Met1 routing:
(6 px per um) Supply wires on this layer in grey. Cells faint in the background.
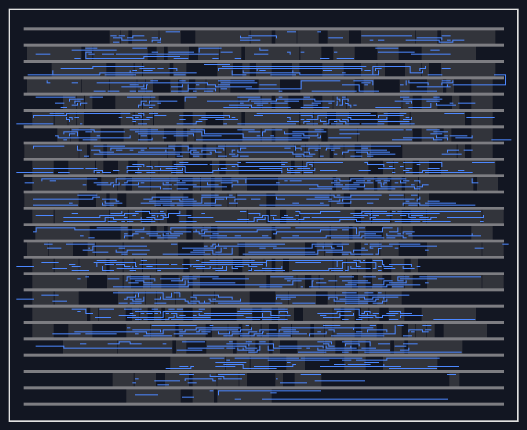
The metal 2 layer:
(6 px per um)
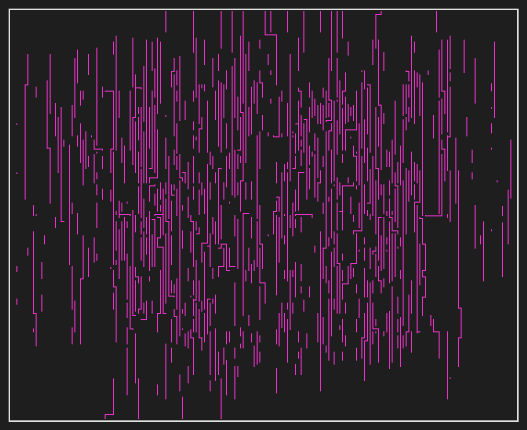
==> src/rtl/seq_divider.sv <==
// seq_divider
//   Sequential restoring divider with a start/done handshake. One quotient bit
//   is produced per clock from an internal A/Q/M datapath driven by a small
//   FSM (IDLE -> LOAD -> ITER... -> DONE -> IDLE).
//
//   Configuration macro: SIGNED_DIV_EN
//     undefined : unsigned division only, no sign logic present.
//     defined   : two's-complement operands; magnitudes are divided and the
//                 quotient/remainder signs are fixed up on entry to DONE
//                 (truncation toward zero, remainder follows the dividend).
//
//   Ports
//     clk          in   1      rising-edge clock
//     rst          in   1      asynchronous, active-low reset
//     start        in   1      request, only looked at in IDLE
//     dividend     in   WIDTH  numerator, captured when start is accepted
//     divisor      in   WIDTH  denominator, captured when start is accepted
//     busy         out  1      high while in LOAD or ITER
//     done         out  1      one-cycle pulse while in DONE
//     quotient     out  WIDTH  result, held until the next accepted start
//     remainder    out  WIDTH  result, held until the next accepted start
//     div_by_zero  out  1      set together with done when divisor was zero

module seq_divider #(
    parameter int WIDTH = 8
) (
    input  logic             clk,
    input  logic             rst,
    input  logic             start,
    input  logic [WIDTH-1:0] dividend,
    input  logic [WIDTH-1:0] divisor,
    output logic             busy,
    output logic             done,
    output logic [WIDTH-1:0] quotient,
    output logic [WIDTH-1:0] remainder,
    output logic             div_by_zero
);

    localparam int CW = $clog2(WIDTH);

    typedef enum logic [1:0] {
        IDLE = 2'd0,
        LOAD = 2'd1,
        ITER = 2'd2,
        DONE = 2'd3
    } state_t;

    state_t state;
    state_t state_next;

    // A carries one extra bit so the shifted partial remainder can exceed
    // WIDTH bits without corrupting the trial subtraction.
    logic [WIDTH:0]   a_reg;
    logic [WIDTH-1:0] q_reg;
    logic [WIDTH-1:0] m_reg;
    logic [CW-1:0]    count;

    logic [WIDTH+1:0] a_shift;
    logic [WIDTH+1:0] trial;
    logic [WIDTH:0]   a_next;
    logic [WIDTH-1:0] q_next;

    logic [WIDTH-1:0] dividend_mag;
    logic [WIDTH-1:0] divisor_mag;
    logic [WIDTH-1:0] quot_final;
    logic [WIDTH-1:0] rem_final;

    // One restoring step: shift {A,Q} left, try A-M, keep it only if it did
    // not go negative; the sign bit of the trial becomes the inverted q bit.
    always_comb begin
        a_shift = {a_reg, q_reg[WIDTH-1]};
        trial   = a_shift - {2'b00, m_reg};
        if (trial[WIDTH+1]) begin
            a_next = a_shift[WIDTH:0];
            q_next = {q_reg[WIDTH-2:0], 1'b0};
        end else begin
            a_next = trial[WIDTH:0];
            q_next = {q_reg[WIDTH-2:0], 1'b1};
        end
    end

`ifdef SIGNED_DIV_EN
    // Sign flags are captured in LOAD from the raw operands, before Q and M
    // are replaced by their magnitudes.
    logic neg_quot;
    logic neg_rem;

    assign dividend_mag = q_reg[WIDTH-1] ? -q_reg : q_reg;
    assign divisor_mag  = m_reg[WIDTH-1] ? -m_reg : m_reg;
    assign quot_final   = neg_quot ? -q_next : q_next;
    assign rem_final    = neg_rem ? -a_next[WIDTH-1:0] : a_next[WIDTH-1:0];

    always_ff @(posedge clk or negedge rst) begin
        if (!rst) begin
            neg_quot <= 1'b0;
            neg_rem  <= 1'b0;
        end else if (state == LOAD) begin
            neg_quot <= q_reg[WIDTH-1] ^ m_reg[WIDTH-1];
            neg_rem  <= q_reg[WIDTH-1];
        end
    end
`else
    assign dividend_mag = q_reg;
    assign divisor_mag  = m_reg;
    assign quot_final   = q_next;
    assign rem_final    = a_next[WIDTH-1:0];
`endif

    // State register.
    always_ff @(posedge clk or negedge rst) begin
        if (!rst) begin
            state <= IDLE;
        end else begin
            state <= state_next;
        end
    end

    // Next-state and handshake outputs; done is decoded straight from DONE so
    // it can never outlast that single cycle.
    always_comb begin
        state_next = state;
        busy       = 1'b0;
        done       = 1'b0;
        case (state)
            IDLE: begin
                if (start) begin
                    state_next = LOAD;
                end
            end
            LOAD: begin
                busy = 1'b1;
                if (m_reg == '0) begin
                    state_next = DONE;
                end else begin
                    state_next = ITER;
                end
            end
            ITER: begin
                busy = 1'b1;
                if (count == '0) begin
                    state_next = DONE;
                end
            end
            DONE: begin
                done       = 1'b1;
                state_next = IDLE;
            end
            default: begin
                state_next = IDLE;
            end
        endcase
    end

    // Datapath and result registers. Q and M first hold the raw operands so
    // the divide-by-zero path can return the untouched dividend.
    always_ff @(posedge clk or negedge rst) begin
        if (!rst) begin
            a_reg       <= '0;
            q_reg       <= '0;
            m_reg       <= '0;
            count       <= '0;
            quotient    <= '0;
            remainder   <= '0;
            div_by_zero <= 1'b0;
        end else begin
            case (state)
                IDLE: begin
                    if (start) begin
                        a_reg       <= '0;
                        q_reg       <= dividend;
                        m_reg       <= divisor;
                        quotient    <= '0;
                        remainder   <= '0;
                        div_by_zero <= 1'b0;
                    end
                end
                LOAD: begin
                    if (m_reg == '0) begin
                        quotient    <= '1;
                        remainder   <= q_reg;
                        div_by_zero <= 1'b1;
                    end else begin
                        a_reg <= '0;
                        q_reg <= dividend_mag;
                        m_reg <= divisor_mag;
                        count <= CW'(WIDTH - 1);
                    end
                end
                ITER: begin
                    a_reg <= a_next;
                    q_reg <= q_next;
                    count <= count - 1'b1;
                    if (count == '0) begin
                        quotient  <= quot_final;
                        remainder <= rem_final;
                    end
                end
                default: begin
                end
            endcase
        end
    end

endmodule
==> config.mk <==
export PLATFORM = sky130hd
export DESIGN_NAME = seq_divider
export DESIGN_NICKNAME = d
export VERILOG_FILES = /design/src/rtl/seq_divider.sv
export SDC_FILE = /design/constraint.sdc
export NUM_CORES = 1
export LEC_CHECK = 0
export ABC_CLOCK_PERIOD_IN_PS = 7190
export CAP_MARGIN = 20
export CORE_ASPECT_RATIO = 0.8
export CORE_MARGIN = 2
export CORE_UTILIZATION = 55
export CTS_CLUSTER_SIZE = 30
export DETAILED_ROUTE_END_ITERATION = 7
export GPL_TIMING_DRIVEN = 0
export HOLD_SLACK_MARGIN = 0.15
export PLACE_DENSITY_LB_ADDON = 0.3
export SKIP_LAST_GASP = 1
export SYNTH_ARGS = -nofsm -noshare
export SYNTH_HDL_FRONTEND = slang
export SYNTH_SLANG_ARGS = --single-unit
==> constraint.sdc <==
create_clock -name clk -period 7.19 [get_ports clk]
set_clock_uncertainty 0.2 [all_clocks]
set_input_delay 1.0785 -clock clk [delete_from_list [all_inputs] [get_ports clk]]
set_output_delay 1.0785 -clock clk [all_outputs]
set_load 0.02 [all_outputs]
==> run notes <==
Synthesis and place-and-route results.

- The transition time of the tightest slew-check pin is 0.635 ns.
- met2 is the most crowded layer.
- In this run, post-CTS hold repair placed 0 buffers.
- The worst-case setup slack after placement is 3.91 ns.
- The proportion of cell area occupied by multi-input gates is 45.3%.
- The via count of the first global-routing pass is 2439.
- For this design the total switching power over the nets is 0.000820 W.
- OpenSTA lists the critical path endpoint as busy.
- The flow reports an fmax of 0.330 GHz.
- The cell sequence reported for the critical path is inv_1 -> ha_1 -> clkdlybuf4s50_1.
- The share of flip-flops with an asynchronous set or reset is 100%.
- The required time at the worst-slack endpoint is 5.91 ns.
- The run finished with clean final reports.
- The warning total across the stage logs is 29.
- The detailed route wirelength on metal2 is 3.16 mm.
- The internal power summed over all cells is 0.000829 W.
- For the final routed database, the setup TNS stands at 0 ns.
- The number of synthesized flops with an enable pin is 0.
- After synthesis, the cell types taking the most area are dfrtp_1, ha_1, a21oi_1.
- The die extent in y is 68.4 um.
- Counting only logic cells after layout, the most numerous master is dfrtp_1.
- The summed area of non-filler cells in the final layout is 3410 um2.
- Per the OpenROAD floorplan log, the area of the die is 5780 um2.
- The report gives the cell count of the worst hold path as 1.
- The count of synthesis-stage warnings from yosys is 0.
- The post-synthesis share of cell area spent on and-or and or-and gates is 25.4%.
- Counting instances in the post-synthesis netlist gives the leading cell types as dfrtp_1, nand2_1, a21oi_1.
- Hold is met by 0.280 ns.
- The initial utilization of the core area, before any placement, comes to 57.0%.
- The arrival time reported for the critical path endpoint is 1.75 ns.
- The total I/O pin count is 38.
- The final count of negative-setup-slack endpoints is 0.
- The depth of the most critical reg-to-reg path is 8.
- The count of cell types in the netlist is 47.
- The number of stages on the worst setup path is 3.
- The iteration-0 DRC count of the detailed router is 204.
- The startpoint kind of the worst setup timing path is a flip-flop.
- The final max-slew violation count recorded for this run is 0.
- The final clock period utilization by the worst path is 42.1%.
- The multi-input combinational cell count is 231.
- The launch point of the worst min-delay path is recorded as count[0].
- The count of buffers inserted at the top-level ports is 37.
- The CTS tree is yes.
- In the placement report, post-DP HPWL is listed as 5.35 mm.
- The commonest register cell is dfrtp_1.
- Headroom to the max-slew limit came out at 57.7%.
- The dominant kind of cell by area is multi-input combinational cells.
About 'met1 routing':
main direction: horizontal
nets with wire on the layer: 358
wire length on this layer: 3350 um
longest straight run: 37.3 um

About 'the metal 2 layer':
wire length on this layer: 3160 um
share of all routed wire: 45%
nets with wire on the layer: 332
count of vias placed by the detailed router: 2630
global routing met2 resource utilization: 40.5%

Power is estimated from default activity; no workload was simulated.
